File: config.mk
export PLATFORM = sky130hd
export DESIGN_NAME = muldiv_iter
export DESIGN_NICKNAME = d
export VERILOG_FILES = /design/src/rtl/muldiv_iter.sv
export SDC_FILE = /design/constraint.sdc
export NUM_CORES = 1
export LEC_CHECK = 0
export CAP_MARGIN = 10
export CORE_MARGIN = 3
export CORE_UTILIZATION = 30
export DETAILED_ROUTE_END_ITERATION = 8
export GPL_ROUTABILITY_DRIVEN = 1
export PLACE_DENSITY = 0.48
export SLEW_MARGIN = 40
export SYNTH_ARGS = -nofsm -noshare
export SYNTH_HDL_FRONTEND = slang
export SYNTH_SLANG_ARGS = --single-unit
File: constraint.sdc
create_clock -name clk -period 15.27 [get_ports clk]
set_input_delay 4.581 -clock clk [delete_from_list [all_inputs] [get_ports clk]]
set_output_delay 4.581 -clock clk [all_outputs]
set_load 0.005 [all_outputs]
File: src/rtl/muldiv_iter.sv
// Iterative RV32M multiply/divide unit: shift-add multiply and restoring divide,
// one bit per cycle, with a valid/ready handshake and a kill input for pipeline flushes.
module muldiv_iter #(
  parameter int unsigned N = 32
) (
  input  logic         clk,
  input  logic         rst,
  input  logic         in_valid,
  output logic         in_ready,
  input  logic [2:0]   op,
  input  logic [N-1:0] A,
  input  logic [N-1:0] B,
  input  logic         kill,
  output logic         out_valid,
  input  logic         out_ready,
  output logic [N-1:0] result
);

  typedef enum logic [1:0] {IDLE, BUSY, DONE} state_t;
  localparam int unsigned CW = $clog2(N + 1);

  state_t          state, state_nxt;
  logic [2:0]      op_r;
  logic            sa_r, sb_r;
  logic [2*N-1:0]  prod;
  logic [N-1:0]    opnd;
  logic [CW-1:0]   cnt;

  logic            sign_a, sign_b, is_div, div0, ovf, special;
  logic [N-1:0]    a_mag, b_mag, special_res;
  logic [N:0]      sum, shifted, diff;
  logic [2*N-1:0]  mul_step, div_step, step, step_neg, mul_fin;
  logic [N-1:0]    q, r, q_neg, r_neg, mul_res, div_res, fin_res;

  // Operand conditioning at accept: signed ops are reduced to magnitudes.
  always_comb begin
    sign_a = ((op == 3'b001) || (op == 3'b010) || (op == 3'b100) || (op == 3'b110)) && A[N-1];
    sign_b = ((op == 3'b001) || (op == 3'b100) || (op == 3'b110)) && B[N-1];
    a_mag  = sign_a ? -A : A;
    b_mag  = sign_b ? -B : B;
    is_div = op[2];
    div0   = is_div && (B == '0);
    ovf    = is_div && !op[0] && (A == {1'b1, {(N-1){1'b0}}}) && (B == '1);
    special = div0 || ovf;
    if (div0) special_res = op[1] ? A : '1;
    else      special_res = op[1] ? '0 : A;
  end

  // prod holds {partial product, multiplier} for multiply and {remainder, quotient} for divide.
  always_comb begin
    sum      = {1'b0, prod[2*N-1:N]} + (prod[0] ? {1'b0, opnd} : '0);
    mul_step = {sum, prod[N-1:1]};
    shifted  = {prod[2*N-1:N], prod[N-1]};
    diff     = shifted - {1'b0, opnd};
    div_step = diff[N] ? {shifted[N-1:0], prod[N-2:0], 1'b0}
                       : {diff[N-1:0],    prod[N-2:0], 1'b1};
    step     = op_r[2] ? div_step : mul_step;
    step_neg = -step;
    mul_fin  = (sa_r ^ sb_r) ? step_neg : step;
    mul_res  = (op_r[1:0] == 2'b00) ? mul_fin[N-1:0] : mul_fin[2*N-1:N];
    q        = step[N-1:0];
    r        = step[2*N-1:N];
    q_neg    = -q;
    r_neg    = -r;
    div_res  = op_r[1] ? (sa_r ? r_neg : r) : ((sa_r ^ sb_r) ? q_neg : q);
    fin_res  = op_r[2] ? div_res : mul_res;
  end

  always_ff @(posedge clk) begin
    if (rst) state <= IDLE;
    else     state <= state_nxt;
  end

  always_comb begin
    state_nxt = state;
    unique case (state)
      IDLE: if (in_valid && !kill) state_nxt = special ? DONE : BUSY;
      BUSY: if (kill) state_nxt = IDLE;
            else if (cnt == CW'(1)) state_nxt = DONE;
      DONE: if (kill || out_ready) state_nxt = IDLE;
      default: state_nxt = IDLE;
    endcase
  end

  always_comb begin
    in_ready  = (state == IDLE);
    out_valid = (state == DONE);
  end

  always_ff @(posedge clk) begin
    if (rst) begin
      op_r   <= '0;
      sa_r   <= 1'b0;
      sb_r   <= 1'b0;
      prod   <= '0;
      opnd   <= '0;
      cnt    <= '0;
      result <= '0;
    end else if (kill) begin
      cnt <= '0;
    end else begin
      unique case (state)
        IDLE: if (in_valid) begin
          op_r <= op;
          sa_r <= sign_a;
          sb_r <= sign_b;
          prod <= {{N{1'b0}}, (is_div ? a_mag : b_mag)};
          opnd <= is_div ? b_mag : a_mag;
          if (special) begin
            result <= special_res;
            cnt    <= '0;
          end else begin
            cnt    <= CW'(N);
          end
        end
        BUSY: begin
          prod <= step;
          cnt  <= cnt - CW'(1);
          if (cnt == CW'(1)) result <= fin_res;
        end
        default: ;
      endcase
    end
  end

endmodule

Figure 1. The clock network.
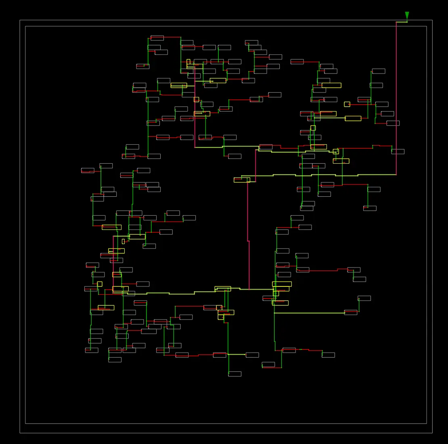
number of sequential storage elements: 141
Clk. pwr: 0.453 mW
final setup skew: 0.0126 ns
TritonCTS sink count: 141

Figure 2. Power grid.
Pins as bars on the die edge.
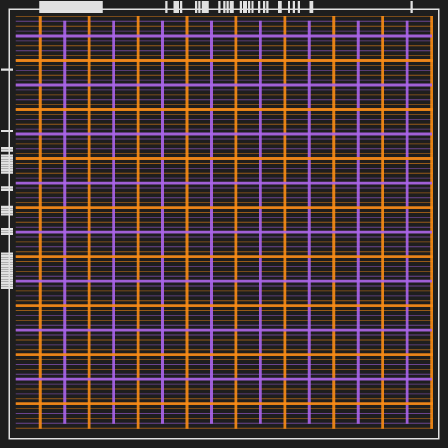
Key: VDD = purple; VSS = orange
17 straps on met4. The core has 84 rows. 85 met1 rails follow the rows. 106 signal pins sit on the boundary. 16 straps on met5.
floorplan die width: 237 microns
maximum ir drop on the vdd rail: 0.0830 mV
Core Region: 52800 sq um

sequential cells by signal, summed over array words and instances, names as in the netlist:
signal  cells
cnt         6
op_r        3
opnd       32
prod       64
result     32
sa_r        1
sb_r        1
state       2
worst max-delay path by stage:
stage	startpoint	end	slack, ns	depth (start not counted)
5_1_grt	B[2]	result[19]$_SDFFE_PP0P_	5.34	16
3_3_place_gp	B[4]	result[19]$_SDFFE_PP0P_	5.45	16
3_5_place_dp	B[2]	result[19]$_SDFFE_PP0P_	5.45	16
6_report	B[2]	result[19]$_SDFFE_PP0P_	5.82	16
4_1_cts	B[2]	result[19]$_SDFFE_PP0P_	5.89	16
2_1_floorplan	B[4]	result[19]$_SDFFE_PP0P_	7.28	13
==> results.toml <==
# synthesis and place-and-route metrics
[global_routing]
overall_fraction_of_global_route_tracks_in_use = 0.248
first_global_vias = 16500
maximum_number_of_pins_on_one_net_before_global_route_repair = 84
grt_util_met2 = 0.395

[final_layout]
lay_top_cells = "sky130_fd_sc_hd__nand2_1, sky130_fd_sc_hd__nor2_1, sky130_fd_sc_hd__a21oi_1"
final.clkbuf_count = 19
multi_input_comb_cells = 1944
clock_area_frac = 0.0330
final_core_utilization = 0.347
seq_share = 0.154
fill_cells = 5722
layout.cells.most_common = "sky130_fd_sc_hd__nand2_1"
dominant_cells = "logic gates"
layout.cells.non_filler = 3005

[synth]
post-synth-top-count-cell = "sky130_fd_sc_hd__nand2_1"
synthesis.area_sq_um = 16100
synthesis.instances = 2296
synth-cells-yosys = 2296
synthDominantAreaCellType = "sky130_fd_sc_hd__dfxtp_1"
post-synth-top-area-fraction = 0.176
xor_and_xnor_fraction_of_the_mapped_netlist_area = 0.102
mux_share = 0.0536
synth.cellmix.adderShare = 0.0715
number_of_enable_flip_flop_cells = 0
synth_top_flop_cell = "sky130_fd_sc_hd__dfxtp_1"
asyncSetResetFlopFracSynth = 0
synth_cell_types = 92

[status]
run_status = "finished, final reports clean"

[worst_hold_path]
min_delay_worst_endpoint = "result[14]$_SDFFE_PP0P_"
worst_hold_path_type = "register to register"

[clocking]
clkTransAtPathRegs_ns = 0.07
cts_root_buffer = "sky130_fd_sc_hd__clkbuf_16"
postCtsSetupRepairBufs = 0
post_cts_resized = 0

[floorplan]
area_enclosed_by_the_die_boundary_sq_um = 56400
inserted_tap_cell_count = 688
row_count = 84

[power_and_ir_drop]
power.share.switching = 0.476
power.combinational.fraction = 0.521
power-per-cell-area_nw_per_um2 = 105
intPower_mw = 1.01
power_mw = 1.92

[final_timing]
report.final.slew_viol_count = 0
hold-worst-slack_ns = 0.473
final.setup.tns_ns = 0
timing_hold_violations_final = 0
tightestPinTransition_ns = 0.881
unrepaired_setup_endpoints_after_global_routing = "no"
max_freq_mhz = 106

[drt]
antenna_left = 0
route.met2.wl_mm = 32.2
vias_per_cell = 5.92
routed-via-count = 17800

[job]
cap_violations = 0

[placed_design]
place.detailed.hpwl_mm = 56.1
gp_congestion = 0.945
buffer_ports.inserted = 105

[setup_path]
max_stage_delay_ns = 0.51
type_of_destination_of_the_critical_path = "register"
worstPathCellList = "clkdlybuf4s50_1 > nor4_1 > nand2_1 > nor3b_1 > nor3b_2 > nand3_1 > nor4_4 > buf_4 > a31oi_1 > a221o_1 > buf_4 > nor2_2 > o21ai_0 > a311o_1 > a221oi_1 > a22o_1"
critical-path-slowest-cell = "sky130_fd_sc_hd__clkdlybuf4s50_1"
worst_r2r_setup_slack_ns = 8.29
cp.required_ns = 15.67
worstSetupStartpointType = "input pin"
cp_max_fanout = 43
criticalPathCategory = "input pin to register"
No activity file was given, so power comes from the tool's default toggle rates.
